**config.mk**
```make
export PLATFORM = sky130hd
export DESIGN_NAME = tick_generator_flat
export DESIGN_NICKNAME = d
export VERILOG_FILES = /design/src/rtl/tick_generator_if.sv /design/src/rtl/tick_generator.sv /design/src/flat_wrapper.sv
export SDC_FILE = /design/constraint.sdc
export NUM_CORES = 1
export LEC_CHECK = 0
export ABC_AREA = 1
export CORE_ASPECT_RATIO = 1.2
export CORE_MARGIN = 2
export CORE_UTILIZATION = 36
export CTS_CLUSTER_DIAMETER = 120
export DETAILED_ROUTE_END_ITERATION = 10
export PLACE_DENSITY = 0.51
export SETUP_SLACK_MARGIN = 0.02
export SLEW_MARGIN = 25
export SYNTH_ARGS = -nofsm -noshare
export SYNTH_HDL_FRONTEND = slang
export SYNTH_SLANG_ARGS = --single-unit
export TNS_END_PERCENT = 30
```
**constraint.sdc**
```tcl
create_clock -name clk_100mhz -period 1.6 [get_ports clk_100mhz]
set_clock_uncertainty 0.05 [all_clocks]
set_input_delay 0.32 -clock clk_100mhz [delete_from_list [all_inputs] [get_ports clk_100mhz]]
set_output_delay 0.32 -clock clk_100mhz [all_outputs]
set_load 0.02 [all_outputs]
```
**src/rtl/tick_generator_if.sv**
```systemverilog
// Control and status bundle of the tick generator: channel enables, phase
// clear and configuration writes in; tick, square-wave and busy flags out.
interface tick_generator_if #(
  parameter int NUM_CH = 2,
  parameter int CNT_W  = 16
);

  logic [NUM_CH-1:0] ch_en;
  logic              sync_clr;
  logic              cfg_we;
  logic [2:0]        cfg_ch;
  logic [CNT_W-1:0]  cfg_div;
  logic              cfg_mode;
  logic [NUM_CH-1:0] tick_o;
  logic [NUM_CH-1:0] sq_o;
  logic [NUM_CH-1:0] busy_o;

  modport master (
    output ch_en, sync_clr, cfg_we, cfg_ch, cfg_div, cfg_mode,
    input  tick_o, sq_o, busy_o
  );

  modport slave (
    input  ch_en, sync_clr, cfg_we, cfg_ch, cfg_div, cfg_mode,
    output tick_o, sq_o, busy_o
  );

endinterface

```
**src/rtl/tick_generator.sv**
```systemverilog
// Multi-channel programmable tick and square-wave generator. Each channel
// divides clk_100mhz by (div+1), free-running or one-shot; all outputs registered.
module tick_generator #(
  parameter int                       NUM_CH    = 2,
  parameter int                       CNT_W     = 16,
  parameter logic [NUM_CH*CNT_W-1:0]  DIV_INIT  = {16'd6249, 16'd49999},
  parameter logic [NUM_CH-1:0]        MODE_INIT = '0
) (
  input  logic            clk_100mhz,
  input  logic            rst,
  tick_generator_if.slave bus
);

  typedef enum logic {
    CH_ARMED = 1'b0,
    CH_FIRED = 1'b1
  } ch_state_t;

  logic [CNT_W-1:0]  cnt_q   [NUM_CH];
  logic [CNT_W-1:0]  cnt_d   [NUM_CH];
  logic [CNT_W-1:0]  div_q   [NUM_CH];
  logic [CNT_W-1:0]  div_d   [NUM_CH];
  ch_state_t         state_q [NUM_CH];
  ch_state_t         state_d [NUM_CH];
  logic [NUM_CH-1:0] mode_q, mode_d;
  logic [NUM_CH-1:0] tick_q, tick_d;
  logic [NUM_CH-1:0] sq_q, sq_d;
  logic [NUM_CH-1:0] busy_q, busy_d;

  always_ff @(posedge clk_100mhz) begin
    if (rst) begin
      for (int c = 0; c < NUM_CH; c++) begin
        cnt_q[c]   <= '0;
        div_q[c]   <= DIV_INIT[c*CNT_W +: CNT_W];
        state_q[c] <= CH_ARMED;
      end
      mode_q <= MODE_INIT;
      tick_q <= '0;
      sq_q   <= '0;
      busy_q <= '0;
    end else begin
      for (int c = 0; c < NUM_CH; c++) begin
        cnt_q[c]   <= cnt_d[c];
        div_q[c]   <= div_d[c];
        state_q[c] <= state_d[c];
      end
      mode_q <= mode_d;
      tick_q <= tick_d;
      sq_q   <= sq_d;
      busy_q <= busy_d;
    end
  end

  // Per-channel priority: phase clear, then a config write addressed to this
  // channel, then counting. Busy is derived from the post-edge armed state so
  // it drops on the same edge a one-shot fires.
  always_comb begin
    mode_d = mode_q;
    tick_d = '0;
    sq_d   = sq_q;
    busy_d = '0;
    for (int c = 0; c < NUM_CH; c++) begin
      cnt_d[c]   = cnt_q[c];
      div_d[c]   = div_q[c];
      state_d[c] = state_q[c];
      if (bus.sync_clr) begin
        cnt_d[c]   = '0;
        sq_d[c]    = 1'b0;
        state_d[c] = CH_ARMED;
      end else if (bus.cfg_we && (bus.cfg_ch == 3'(c))) begin
        div_d[c]   = bus.cfg_div;
        mode_d[c]  = bus.cfg_mode;
        cnt_d[c]   = '0;
        state_d[c] = CH_ARMED;
      end else if (bus.ch_en[c] && (state_q[c] == CH_ARMED)) begin
        if (cnt_q[c] == div_q[c]) begin
          cnt_d[c]  = '0;
          tick_d[c] = 1'b1;
          sq_d[c]   = ~sq_q[c];
          if (mode_q[c]) begin
            state_d[c] = CH_FIRED;
          end
        end else begin
          cnt_d[c] = cnt_q[c] + CNT_W'(1);
        end
      end
      busy_d[c] = (state_d[c] == CH_ARMED) && bus.ch_en[c];
    end
  end

  assign bus.tick_o = tick_q;
  assign bus.sq_o   = sq_q;
  assign bus.busy_o = busy_q;

  // The counter is always cleared on every path that changes div, so it can
  // never run past it; a fired one-shot parks at zero.
  for (genvar g = 0; g < NUM_CH; g++) begin : g_chk
    a_cnt_le_div : assert property (@(posedge clk_100mhz) disable iff (rst)
      cnt_q[g] <= div_q[g]);
    a_fired_idle : assert property (@(posedge clk_100mhz) disable iff (rst)
      (state_q[g] == CH_FIRED) |-> (cnt_q[g] == '0));
  end

endmodule

```
**src/flat_wrapper.sv**
```systemverilog
// flat-port wrapper written by rule: the top's interface ports become plain ports
module tick_generator_flat 
#(
  parameter int                       NUM_CH    = 2,
  parameter int                       CNT_W     = 16,
  parameter logic [NUM_CH*CNT_W-1:0]  DIV_INIT  = {16'd6249, 16'd49999},
  parameter logic [NUM_CH-1:0]        MODE_INIT = '0
)
  (clk_100mhz, rst, bus_ch_en, bus_sync_clr, bus_cfg_we, bus_cfg_ch, bus_cfg_div, bus_cfg_mode, bus_tick_o, bus_sq_o, bus_busy_o);
  tick_generator_if #(.NUM_CH(NUM_CH), .CNT_W(CNT_W)) bus_i ();
  input  logic clk_100mhz;
  input  logic rst;
  input wire logic [$bits(bus_i.ch_en)-1:0] bus_ch_en;
  input wire logic [$bits(bus_i.sync_clr)-1:0] bus_sync_clr;
  input wire logic [$bits(bus_i.cfg_we)-1:0] bus_cfg_we;
  input wire logic [$bits(bus_i.cfg_ch)-1:0] bus_cfg_ch;
  input wire logic [$bits(bus_i.cfg_div)-1:0] bus_cfg_div;
  input wire logic [$bits(bus_i.cfg_mode)-1:0] bus_cfg_mode;
  output wire logic [$bits(bus_i.tick_o)-1:0] bus_tick_o;
  output wire logic [$bits(bus_i.sq_o)-1:0] bus_sq_o;
  output wire logic [$bits(bus_i.busy_o)-1:0] bus_busy_o;
  assign bus_i.ch_en = bus_ch_en;
  assign bus_i.sync_clr = bus_sync_clr;
  assign bus_i.cfg_we = bus_cfg_we;
  assign bus_i.cfg_ch = bus_cfg_ch;
  assign bus_i.cfg_div = bus_cfg_div;
  assign bus_i.cfg_mode = bus_cfg_mode;
  assign bus_tick_o = bus_i.tick_o;
  assign bus_sq_o = bus_i.sq_o;
  assign bus_busy_o = bus_i.busy_o;
  tick_generator #(.NUM_CH(NUM_CH), .CNT_W(CNT_W), .DIV_INIT(DIV_INIT), .MODE_INIT(MODE_INIT)) u_core (.clk_100mhz(clk_100mhz), .rst(rst), .bus(bus_i));
endmodule
```
==> run notes, run 1 <==
Results of the implementation run.

The run finished with clean final reports. The element type at the critical path start is a flop. The count of unique library cells instantiated by Yosys is 31. The largest stage delay on the critical path is 0.36 ns.

The most critical setup path has its endpoint at u_core.cnt_q[0][15]. The worst hold path was traced through 2 stages. The number of standard cells reported by yosys came out at 529. Summing over the stages, the warning tally comes to 28. In this run the critical register-to-register path is launched from u_core.cnt_q[0][1].

The required time reported for the critical path endpoint came out at 1.81 ns. The combinational share of power is 7.7%. The worst-skew pair later-pin latency is 0.33 ns. The flip-flop and latch area came out at 1520 um2. The layout report lists the multi-input gate area as 1990 um2.

RePlAce ended its routability-driven mode at a weighted congestion of 0.857. TritonCTS built the clock tree. The count of endpoints failing setup in the final report is 0. The H-tree depth is 3. The cell sequence reported for the critical path is buf_4 > nand2_2 > nor2_4 > nand2_2 > nor2_4 > nand3_4 > nor2_4 > nand2_2 > nand2_1 > nor3b_2. The mapped netlist covers 3590 um2.

The top-area cell type share of the netlist area is 41.2%. The setup slack of the worst register-to-register path is 0.08 ns. In the final report, the number of hold violations comes to 0. The total internal power is 0.00309 W. The global-route wire length before repair is 15.6 mm. The power density over the cells is 814 nW/um2. The total chip power is 0.00400 W. The DRC violation total after the first TritonRoute iteration came out at 134. After global routing the overflow that remains totals 0. The end of the worst register-to-register path is u_core.cnt_q[0][15].

Grouping stages by cell kind, the critical path spends the most delay in simple AND/OR/NAND/NOR gates. For reference, the most critical setup path is categorized as reg -> reg. The number of vias per cell is 4.60. The number of buffers and inverters on the critical path is 1. The count of synthesis-stage warnings from yosys came out at 0. The gate count of the mapped netlist came out at 529. In this run the remaining antenna-violating nets after routing total 0. The shortest clock period the worst path allows after layout is 1.52 ns. Per the hold report, the tightest min-delay path originates at u_core.div_q[0][17]. The path with the worst hold slack has its endpoint at u_core.div_q[0][17]. Sorting the synthesized cells by how often they occur yields 145 x sky130_fd_sc_hd__nand2_1, 75 x sky130_fd_sc_hd__nor2_1, 74 x sky130_fd_sc_hd__dfxtp_1, 68 x sky130_fd_sc_hd__inv_1, 34 x sky130_fd_sc_hd__o21ai_0.

Counting buffers and inverters, the worst setup path is 10 cells deep. The net switching power came out at 0.000914 W. Sequential elements use 41.2% of the synthesized area. The depth of the worst register-to-register path came out at 10. In the final layout, the share of cells above drive strength 1 is 23.1%. The maximum operating frequency is 659 MHz. The synthesized area per cell came out at 6.79 um2. The total cell area reported by yosys after synthesis came out at 3590 um2. Synthesis produced a netlist with a net count of 557.

The iteration count recorded for the first detailed-route pass is 4. Net switching is 22.8% of the power. Setup repair after global routing could not meet its margin everywhere.

The maximum clock path buffer count is 2. The initial antenna violation count was 0. Yosys instantiated no cell more often than sky130_fd_sc_hd__nand2_1. The endpoint type of the worst setup path is a flop. The clock root buffer is sky130_fd_sc_hd__clkbuf_16. The pre-CTS worst setup slack came out at -0.403 ns.

In this run the standard cell core region covers 9610 um2. The min-delay analysis places its worst path in the category reg -> reg. The worst endpoint data arrival time is 1.73 ns. The final-report max-slew violation count came out at 0. Per the synthesis report, the dominant area consumer among library cells is sky130_fd_sc_hd__dfxtp_1. The I/O pin count is 32. The sequential group share of total power came out at 46.9%. Relative to the synthesized area, the layout overhead comes to 36.9%. The number of maximum-capacitance violations recorded for the run is 0. The final antenna diode tally reported by the flow is 0. The worst setup slack after layout came out at 0.0836 ns.

For this run, the leading register cell type out of synthesis is sky130_fd_sc_hd__dfxtp_1. The core utilization before placement came out at 37.4%. The standard cell with the maximum stage delay on the critical path is sky130_fd_sc_hd__dfxtp_2. The CTS log lists the clock sinks for this run as 74. The clock-pin transition on the worst setup and hold timing paths came out at 0.06 ns. The worst supply voltage drop on vdd is 0.458 mV. After layout, the worst path uses 94.8% of the clock period. The number of global-route vias before repair was 3,380. The static power due to leakage is 2.12 nW. The synthesis report gives the async set-or-reset register share as 0%.

For this run the detailed placement stage logged an HPWL of 7.26 mm. The chip occupies 10,800 um2. The actual slew at the worst max-slew pin is 0.264 ns. The number of nets in the final layout is 642. In the final layout, the registers with the most flip-flops are u_core.cnt_q: 32 flops, u_core.div_q: 32 flops. The hold buffer count at CTS came out at 0. The clock network fraction of design power came out at 45.4%. By area the synthesized netlist is led by sky130_fd_sc_hd__dfxtp_1 41%, sky130_fd_sc_hd__nand2_1 15%, sky130_fd_sc_hd__nor2_1 7.8%. Per the slew report, the remaining headroom to the max-slew limit stands at 82.4%.

The start point of the critical path is u_core.cnt_q[0][1]. The CTS buffer count is 9. Per the cell usage report, the commonest logic cells after layout are 137 x sky130_fd_sc_hd__nand2_1, 64 x sky130_fd_sc_hd__nor2_1, 63 x sky130_fd_sc_hd__inv_1, 57 x sky130_fd_sc_hd__dfxtp_1, 50 x sky130_fd_sc_hd__buf_4. Entering global routing, the biggest net connects 20 pins. The core utilization of the finished layout is 51.1%. The post-route DRC violation count is 0. The highest-count logic cell in the final layout is sky130_fd_sc_hd__nand2_1. The count of flip-flops with a built-in enable after synthesis came out at 0. Max fanout on the critical path was recorded as 4. Synthesis inferred 74 register bits.
[run 1: final cells by class]
cell class                 count  area share [%]
multi-input combinational    374            40.5
sequential                    74            30.9
timing repair buffer          83            14.6
inverter                      72            5.50
clock buffer                  13            5.09
tap                          123            3.13
clock inverter                 3           0.305
[run 1: kinds of logic (layout without fill, tap and decap cells)]
family                   count (synthesis)  after routing  synth area share [%]
AND/OR/NAND/NOR                        279            281                  33.5
AND-OR/OR-AND                           68             68                  9.65
XOR/XNOR                                23             23                  5.61
adder cells (fa/ha/maj)                  2              2                 0.697
flip-flops                              74             74                  41.2
buffers and inverters                   83            171                  9.26
[run 1: power groups by stage]
stage	logic [W]	clock network, W	registers, W
2_1_floorplan	0.000127	0	0.00192
3_3_place_gp	0.000291	0	0.00192
3_5_place_dp	0.000291	0	0.00192
4_1_cts	0.000297	0.00187	0.00188
5_1_grt	0.000339	0.00196	0.00188
6_report	0.000307	0.00182	0.00188
[run 1: metal layers]
metal / global-route usage, % / vias up / wire (um)
met2: 34.9 / 31 / 5110
met5: 0 / - / 0
met1: 21.6 / 1547 / 4290
met3: 4.03 / 7 / 187
li1: - / 1825 / -
met4: 6.28 / 0 / 97
[run 1: repair_timing]
| action | 4_1_cts | 5_1_grt |
|---|---|---|
| endpoints found under the setup margin | 39 | 51 |
| pin swaps | 3 | 20 |
| resized | 17 | 67 |
| gates cloned | 1 | 1 |
| buffers inserted | 0 | 2 |
[run 1: metrics by stage]
step	hold slack, ns	cell area [um2]	TNS [ns]	instances
global placement	0.407	4390	-15.82	722
global route	0.438	4920	-0.115	742
finish	0.414	4920	0	742
detailed placement	0.409	4390	-16.66	722
floorplan	0.347	3590	0	529
CTS	0.418	4700	-0.000933	739
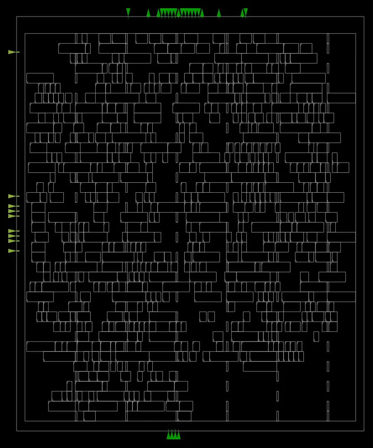
Run 1: cell placement
Layout fillers: 956
tap cell count: 123
number of flip-flops and latches: 74
floorplan row count: 39

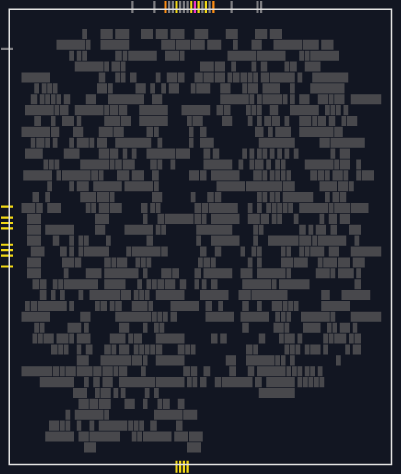
Run 1: I/O pins on the die edge
(4 px per um) Pins as bars across the die edge, other pins in grey.
legend:
  yellow:
    port: bus_cfg_div
    pins: 16
    direction: input
    edge: 8 left, 4 top, 4 bottom
  orange:
    port: bus_sq_o
    pins: 2
    direction: output
    edge: top
  magenta:
    port: bus_cfg_mode
    pins: 1
    direction: input
    edge: top
all pins by edge: 19 top, 9 left, 4 bottom
die x size: 95.2 um
number of buffers added on ports: 31
Chip Height: 113 um

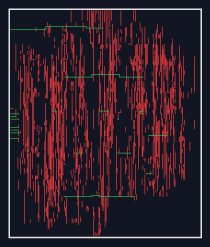
Run 1: metal layers overlaid
(2 px per um) Only two layers are drawn.
legend:
  red:
    layer: met2
    wire_length: 5,110 um
  green:
    layer: met3
    wire_length: 188 um
Routed wire per std cell: 13.1 um
overall track demand over capacity in global routing: 19.0%
number of vias in the routed layout: 3,410
wire length reported by the detailed router: 9.69 mm

Run 1, signal wires on met2:
(4 px per um)
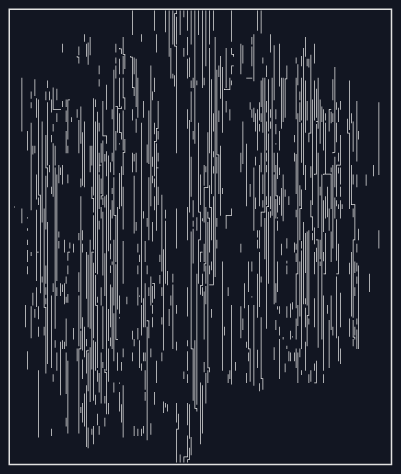

==> run 1 -> run 2 <==
--- a/config.mk
+++ b/config.mk
@@ -11,7 +11,6 @@
 export CORE_UTILIZATION = 36
 export CTS_CLUSTER_DIAMETER = 120
 export DETAILED_ROUTE_END_ITERATION = 10
-export PLACE_DENSITY = 0.51
 export SETUP_SLACK_MARGIN = 0.02
 export SLEW_MARGIN = 25
 export SYNTH_ARGS = -nofsm -noshare
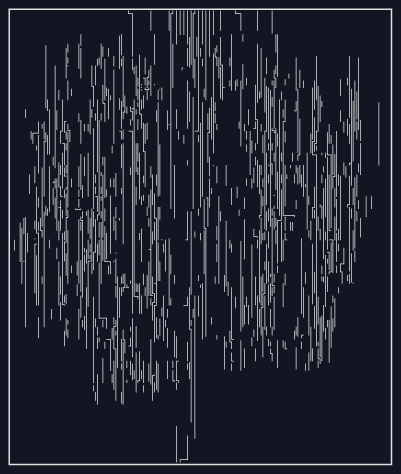
Run 2: signal wires on met2
(4 px per um)
main direction: vertical
share of all routed wire: 49%
wire length reported by the detailed router: 9.22 mm
number of vias in the routed layout: 3,443
global routing usage on met2: 29.6%

==> run notes, run 2 <==
Results of the implementation run.

The run finished with clean final reports. The worst endpoint data arrival time came out at 1.69 ns. The path class of the tightest hold or removal check is in -> reg.

The number of global-route vias before repair is 3,367. Combinational logic burns 7.6% of the power. The routed wire length on met3 came out at 272 um. The largest registers in the layout are u_core.cnt_q: 32 flops, u_core.div_q: 32 flops. The floorplan step defined a core boundary enclosing 9610 um2.

The pre-CTS worst setup slack came out at -0.317 ns. The highest-power group is sequential cells. The remaining antenna violation count after routing came out at 0.

The power density over the cells is 827 nW/um2. The area of the die came out at 10,800 um2. The global routing report lists met3 layer usage as 3.70%. The hold buffer count at CTS came out at 0.

The die span in y is 113 um. Entering global routing, the biggest net connects 20 pins. The synthesized area per cell came out at 6.79 um2.

The net switching power came out at 0.000880 W. The beginning of the worst register-to-register path is u_core.cnt_q[0][0]. For this run, the number of Yosys warnings is 0.

The actual slew at the worst max-slew pin came out at 0.302 ns. The core utilization before placement is 37.4%. The share of the clock period used by the worst path after layout came out at 94.8%. The worst-skew pair later-pin latency is 0.33 ns. The switching part of the total is 22.0%. The clock network fraction of design power is 45.4%. The shortest clock period the worst path allows after layout is 1.52 ns. The count of unique library cells instantiated by Yosys came out at 31. In the CTS report, the clock slew at the register clock pins of the worst setup and hold paths is listed as 0.05 ns. The final timing report lists a max-slew violation count of 0. The relative area change from synthesis to final layout came out at 34.7%. The maximum operating frequency is 659 MHz. The core utilization of the finished layout came out at 50.3%. The total met2 wirelength after detailed routing is 4.54 mm. The met1 usage is 23.4%.

The critical path starts at bus_ch_en[0]. The critical path endpoint has a required time of 1.77 ns. The sequential cell area fraction in the yosys report is 41.2%. The filler cell count is 921. The max-cap check violation count came out at 0. The synthesized net count is 557. The count of endpoints failing setup in the final report came out at 0. The main flop type after synthesis is sky130_fd_sc_hd__dfxtp_1. The startpoint-to-endpoint class of the critical path is in -> reg.

The clock sink count is 74. The library cell used most frequently in the layout, excluding fill and tap cells, is sky130_fd_sc_hd__nand2_1. The first global-routing pass estimated 15.2 mm of wire.

The post-placement cell area came out at 4380 um2. The synthesis report gives the async set-or-reset register share as 0%. The DRC violation total after the first TritonRoute iteration is 135. The number of OpenROAD warnings came out at 28.

Per the layout area report, the combinational gate area comes to 1940 um2. Setup slack closes at 0.0830 ns. By instance count after routing, the leading logic cell types are 142 x sky130_fd_sc_hd__nand2_1, 66 x sky130_fd_sc_hd__nor2_1, 63 x sky130_fd_sc_hd__inv_1, 54 x sky130_fd_sc_hd__dfxtp_1, 47 x sky130_fd_sc_hd__buf_4.

The power in the clock group is 0.00182 W. The iteration tally of the first detailed-router pass came out at 4. The I/O pin count is 32. The number of nets in the final layout came out at 638. The library cell with the largest summed area after synthesis is sky130_fd_sc_hd__dfxtp_1. In this run the biggest area consumer among cell types represents 41.2% of the synthesized area. Setup repair after global routing could not meet its margin everywhere. The number of hold violations in the final report came out at 0. The top routing layer in use is met4. For this run, the number of standard cells in the final layout without fillers is 735. Ranked by total cell area, the synthesized netlist is headed by sky130_fd_sc_hd__dfxtp_1 41%, sky130_fd_sc_hd__nand2_1 15%, sky130_fd_sc_hd__nor2_1 7.8%. The maximum clock path buffer count is 2. The post-route DRC violation count came out at 0. The count of flip-flops with a built-in enable after synthesis came out at 0. In this run, flip-flops and latches consume 47.0% of the power. The area of the mapped netlist came out at 3590 um2. Once placement completed, the tool counted placed cells totaling 720.

The initialized floorplan defines 39 standard-cell rows. The worst supply voltage drop on vdd came out at 0.488 mV. The fraction of layout cells with a size suffix above 1 is 21.4%. The post-DP HPWL came out at 6.96 mm.

STA classifies the critical path startpoint as an input port. The die width came out at 95.2 um. The sequential power is 0.00188 W. The static power due to leakage is 2.13 nW. The total cell area reported by yosys after synthesis came out at 3590 um2. The gate count of the mapped netlist is 529. The post-synthesis cell type with the largest instance count is sky130_fd_sc_hd__nand2_1. The register bit count reported by yosys is 74. The synthesis run shows the most used standard cells to be 145 x sky130_fd_sc_hd__nand2_1, 75 x sky130_fd_sc_hd__nor2_1, 74 x sky130_fd_sc_hd__dfxtp_1, 68 x sky130_fd_sc_hd__inv_1, 34 x sky130_fd_sc_hd__o21ai_0. The worst setup path is captured at a flop.

Summed over all combinational cells, the power is 0.000303 W. The initial antenna violation count is 0. The sum of overflow across all layers after global routing came out at 0. After global routing, the most crowded layer is met2. With fillers left out, the area of the finished cells amounts to 4840 um2. TritonCTS built the clock tree.
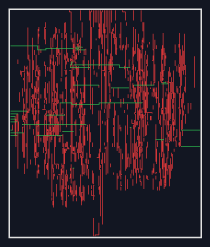
Run 2: metal layers overlaid
(2 px per um) Only two layers are drawn.
legend:
  red:
    layer: met2
    wire_length: 4,540 um
  green:
    layer: met3
    wire_length: 273 um
overall track demand over capacity in global routing: 17.9%
Routed wire per std cell: 12.5 um

[run 2: cell counts after synthesis]
No cell type changed its count.
[run 2: final timing paths]
check / end / slack, ns / cells after the start
worst max-delay path: u_core.cnt_q[0][15] / 0.08 / 8
worst min-delay path: u_core.cnt_q[0][16] / 0.35 / 5
worst max register to register: u_core.cnt_q[0][14] / 0.10 / 8
worst min register to register: u_core.div_q[0][17] / 0.42 / 2
[run 2: kinds of logic (layout without fill, tap and decap cells)]
logic type | count (synthesis) | after routing | synth area share, %
adders and majority gates | 2 | 2 | 0.697
AOI/OAI and AO/OA | 68 | 68 | 9.65
buffers and inverters | 83 | 165 | 9.26
xor gates and xnor gates | 23 | 23 | 5.61
and+or+nand+nor | 279 | 280 | 33.5
DFF | 74 | 74 | 41.2
[run 2: critical path: stages]
cell and delay [ns]:
sky130_fd_sc_hd__clkdlybuf4s50_1 0.50, sky130_fd_sc_hd__nand2_2 0.10, sky130_fd_sc_hd__nor3_1 0.23, sky130_fd_sc_hd__nand3_2 0.15, sky130_fd_sc_hd__nor2_4 0.12, sky130_fd_sc_hd__nand2_1 0.07, sky130_fd_sc_hd__nor2_1 0.13, sky130_fd_sc_hd__nor3b_2 0.06
[run 2: through the flow]
step	setup TNS, ns	power (W)	hold slack, ns
floorplan	0	0.00205	0.347
global placement	-13.08	0.00222	0.405
detailed placement	-14.83	0.00222	0.411
CTS	0	0.00402	0.419
global route	-0.0683	0.00416	0.381
finish	0	0.00400	0.347
[run 2: cell type report]
cell class              count  share of cell area, %
multi-input cells         373                   40.1
flip-flops and latches     74                   31.3
repair buffers             80                   14.4
inverters                  72                   5.59
clock buffers              13                   5.38
well taps                 123                   3.18
[run 2: timing repair]
action	in CTS	in global routing
cloned	0	1
endpoints found under the setup margin	10	56
resized	10	60
setup buffers	0	1
pin swaps	1	12
==> run 2 -> run 3 <==
--- a/config.mk
+++ b/config.mk
@@ -11,6 +11,7 @@
 export CORE_UTILIZATION = 36
 export CTS_CLUSTER_DIAMETER = 120
 export DETAILED_ROUTE_END_ITERATION = 10
+export GPL_ROUTABILITY_DRIVEN = 0
 export SETUP_SLACK_MARGIN = 0.02
 export SLEW_MARGIN = 25
 export SYNTH_ARGS = -nofsm -noshare
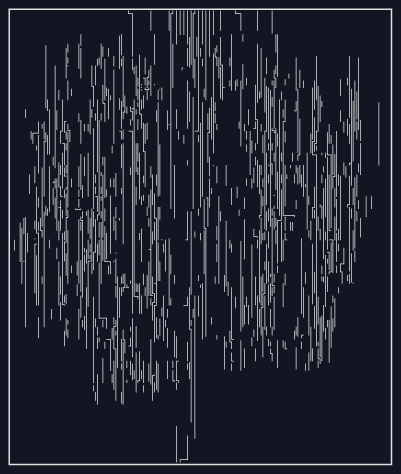
Run 3: signal wires on met2
(4 px per um)
main direction: vertical
nets with wire on the layer: 524
share of all routed wire: 49%
longest straight run: 49.1 um
wire length on this layer: 4,540 um

==> run notes, run 3 <==
Results of the implementation run.

The CTS tree is built. The highest metal layer carrying signal wires in the routed design is met4. The flow reported a cell area power density of 827 nW/um2. The tree is rooted in a sky130_fd_sc_hd__clkbuf_16. Per the final timing report, the hold violations number 0. The switching part of the total is 22.0%. The largest registers in the layout are u_core.cnt_q: 32 flops, u_core.div_q: 32 flops. The global-route track usage on met3 is 3.70%. The met1 usage came out at 23.4%.

The fraction of layout cells with a size suffix above 1 came out at 21.4%. The final layout contains 638 nets. The first global-routing pass estimated 15.2 mm of wire. Per the detail_route report, DRC violations left total 0. The flip-flop and latch area is 1510 um2.

The registers of the reported paths see a clock transition of 0.05 ns. The sum of routed wire segments on met1 came out at 4.28 mm. The synthesized area per cell came out at 6.79 um2. The remaining antenna violation count after routing is 0. The die width is 95.2 um. The kind of cell with the highest combined delay on the critical path is simple AND/OR/NAND/NOR gates. The synthesis report lists the most area-consuming cells as sky130_fd_sc_hd__dfxtp_1 41%, sky130_fd_sc_hd__nand2_1 15%, sky130_fd_sc_hd__nor2_1 7.8%. The depth of the worst register-to-register path came out at 8. The sum of overflow across all layers after global routing came out at 0.

Max-cap violations in this run came to 0. The overall global routing resource usage is 17.9%. The initial antenna violation count came to 0. The top-area cell type share of the netlist area is 41.2%. The flow reports that sequential cells draw 47.0% of the design power. The number of placed instances, taps included is 720. Leaving out fill and tap cells, the most frequent cells in the layout are 142 x sky130_fd_sc_hd__nand2_1, 66 x sky130_fd_sc_hd__nor2_1, 63 x sky130_fd_sc_hd__inv_1, 54 x sky130_fd_sc_hd__dfxtp_1, 47 x sky130_fd_sc_hd__buf_4. Before placement the cells fill 37.4% of the core. The clock network fraction of design power is 45.4%. Endpoints with negative setup slack in the final report add up to 0.

The pin count of the biggest net entering global routing came out at 20. After floorplanning, the die was sized to cover 10,800 um2. The share of flip-flops with an asynchronous set or reset is 0%. The worst slew margin relative to its limit came out at 79.8%. Counting only logic cells after layout, the most numerous master is sky130_fd_sc_hd__nand2_1.

The number of port buffers is 31. The combinational share of power is 7.6%. The element type at the critical path start is an input port. The worst-skew pair later-pin latency is 0.33 ns.

Per the GRT log, the top usage layer is met2. Per the run report, area growth between synthesis and finish was 34.7%. The largest fanout on the critical path came out at 4. The DRC violation total after the first TritonRoute iteration came out at 135. The class of the tightest hold or removal check is in -> reg. For this run, the detailed router's first-pass iteration total came to 4. The setup slack of the worst register-to-register path came out at 0.10 ns. According to the Yosys statistics, the synthesized design has a chip area of 3590 um2.

The mapped netlist covers 3590 um2. Hold analysis shows the worst path with a depth of 5. The number of OpenROAD warnings is 28. After detailed routing, the average wire length per cell comes to 12.5 um. The hold buffer count at CTS is 0. The actual slew at the worst max-slew pin came out at 0.302 ns. The report lists the cells along the critical path as clkdlybuf4s50_1 > nand2_2 > nor3_1 > nand3_2 > nor2_4 > nand2_1 > nor2_1 > nor3b_2.

Per the timing report, the most critical flop-to-flop path originates at u_core.cnt_q[0][0]. The total chip power came out at 0.00400 W. The post-DP HPWL is 6.96 mm. Per the layout area report, the combinational gate area comes to 1940 um2. The largest stage delay on the critical path came out at 0.50 ns. The clock sink count is 74. Across the VDD grid, the largest voltage drop is 0.488 mV. The core area came out at 9610 um2. The sequential cell area fraction in the yosys report came out at 41.2%. The required time reported for the critical path endpoint came out at 1.77 ns. Per the synth stats, the flop cell with the highest instance count is sky130_fd_sc_hd__dfxtp_1. 0 antenna diodes ended up in the layout.

In this run, synthesis inferred 0 flip-flops with an integrated enable. The switching component of the power was reported as 0.000880 W. The worst setup slack after layout came out at 0.0830 ns. Pins over their slew limit in the final report were tallied at 0. The met2 usage in global routing is 29.6%.

The synthesized net count came out at 557. The synthesis run shows the most used standard cells to be 145 x sky130_fd_sc_hd__nand2_1, 75 x sky130_fd_sc_hd__nor2_1, 74 x sky130_fd_sc_hd__dfxtp_1, 68 x sky130_fd_sc_hd__inv_1, 34 x sky130_fd_sc_hd__o21ai_0. The sum of buffers and inverters on the critical path came out at 1. The largest individual stage delay along the critical path comes from the cell sky130_fd_sc_hd__clkdlybuf4s50_1. The die is 113 um tall. Dividing the final minimum period by the clock period gives 94.8%. The worst path in the final design needs a cycle of 1.52 ns, including I/O delays and setup. The overall via count from detail_route came out at 3,443. For this run, the number of standard cells in the final layout without fillers is 735. The static power due to leakage is 2.13 nW. After synthesis, the netlist uses 31 different library cells. The number of vias per cell came out at 4.68.

The filler cell count came out at 921. The routed wire length on met3 came out at 272 um. The library cell with the largest summed area after synthesis is sky130_fd_sc_hd__dfxtp_1.

No sink is reached through more buffers than the 2 on the longest clock path. The routed wire length is 9.22 mm. The CTS buffer count is 9.

The setup fix buffers added after clock tree synthesis is 0. The report lists the number of cells resized after CTS as 10. The core utilization of the finished layout is 50.3%. The worst endpoint data arrival time came out at 1.69 ns.

For reference, the placement row count at floorplan is 39. The end of the worst register-to-register path is u_core.cnt_q[0][14]. The endpoint of the worst hold path is reported as u_core.cnt_q[0][16].

The internal portion of the total power is 0.00312 W. By startpoint and endpoint, the worst setup path is classified as in -> reg. The H-tree depth came out at 3. The origin of the worst min-delay path is bus_ch_en[1]. The total met2 wirelength after detailed routing came out at 4.54 mm. The number of standard cells reported by yosys came out at 529.

Setup repair after global routing could not meet its margin everywhere. The number of global-route vias before repair was 3,367. The maximum operating frequency is 659 MHz. The endpoint type of the worst setup path is a flop.

The warning tally printed by Yosys for this design is 0. Yosys reported a register bit count of 74. The synthesis stats list as the most numerous cell sky130_fd_sc_hd__nand2_1.

The run finished with clean final reports. The pre-CTS worst setup slack is -0.317 ns. The worst hold slack after final layout is 0.347 ns.

The gate count of the mapped netlist is 529.
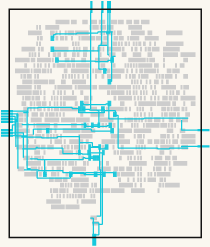
Run 3: port wiring
(2 px per um)
legend:
  cyan:
    port: bus_cfg_div
    bits: 16
    direction: input
    end_cells: 32
    buffers: 16
    wire: 1,020 um
I/O pins: 32

-- run 3: how the worst max path moves through the flow --
stage / start / endpoint / slack, ns / cells after the start
floorplan: u_core.cnt_q[0][16] / u_core.cnt_q[0][30] / 0.20 / 9
global placement: bus_ch_en[1] / u_core.cnt_q[0][31] / -0.27 / 9
detailed placement: bus_ch_en[1] / u_core.cnt_q[0][31] / -0.32 / 9
CTS: u_core.cnt_q[0][1] / u_core.cnt_q[0][15] / 0.004 / 10
global route: u_core.cnt_q[0][0] / u_core.cnt_q[0][14] / -0.04 / 9
finish: bus_ch_en[0] / u_core.cnt_q[0][15] / 0.08 / 8
-- run 3: cell families (layout without fill, tap and decap cells) --
logic type	after synthesis	count (layout)	synth area share (%)
XOR/XNOR	23	23	5.61
adder cells (fa/ha/maj)	2	2	0.697
buffers and inverters	83	165	9.26
flip-flops	74	74	41.2
AND-OR/OR-AND	68	68	9.65
AND/OR/NAND/NOR	279	280	33.5
-- run 3: metrics by stage --
stage	setup TNS [ns]	cell area, um2
6_report	0	4840
5_1_grt	-0.0683	4840
4_1_cts	0	4650
3_5_place_dp	-14.83	4380
3_3_place_gp	-13.08	4380
2_1_floorplan	0	3590
-- run 3: layout make-up --
class / instances / share of cell area [%]
sequential: 74 / 31.3
multi-input combinational: 373 / 40.1
tap: 123 / 3.18
inverter: 72 / 5.59
clock buffer: 13 / 5.38
timing repair buffer: 80 / 14.4
-- run 3: power groups by stage --
stage / logic, W / clock network [W] / registers [W]
after global placement: 0.000292 / 0 / 0.00192
after floorplan: 0.000127 / 0 / 0.00192
final: 0.000303 / 0.00182 / 0.00188
after detailed placement: 0.000294 / 0 / 0.00192
after global routing: 0.000336 / 0.00194 / 0.00188
after CTS: 0.000294 / 0.00184 / 0.00188
Power is estimated from default activity; no workload was simulated.
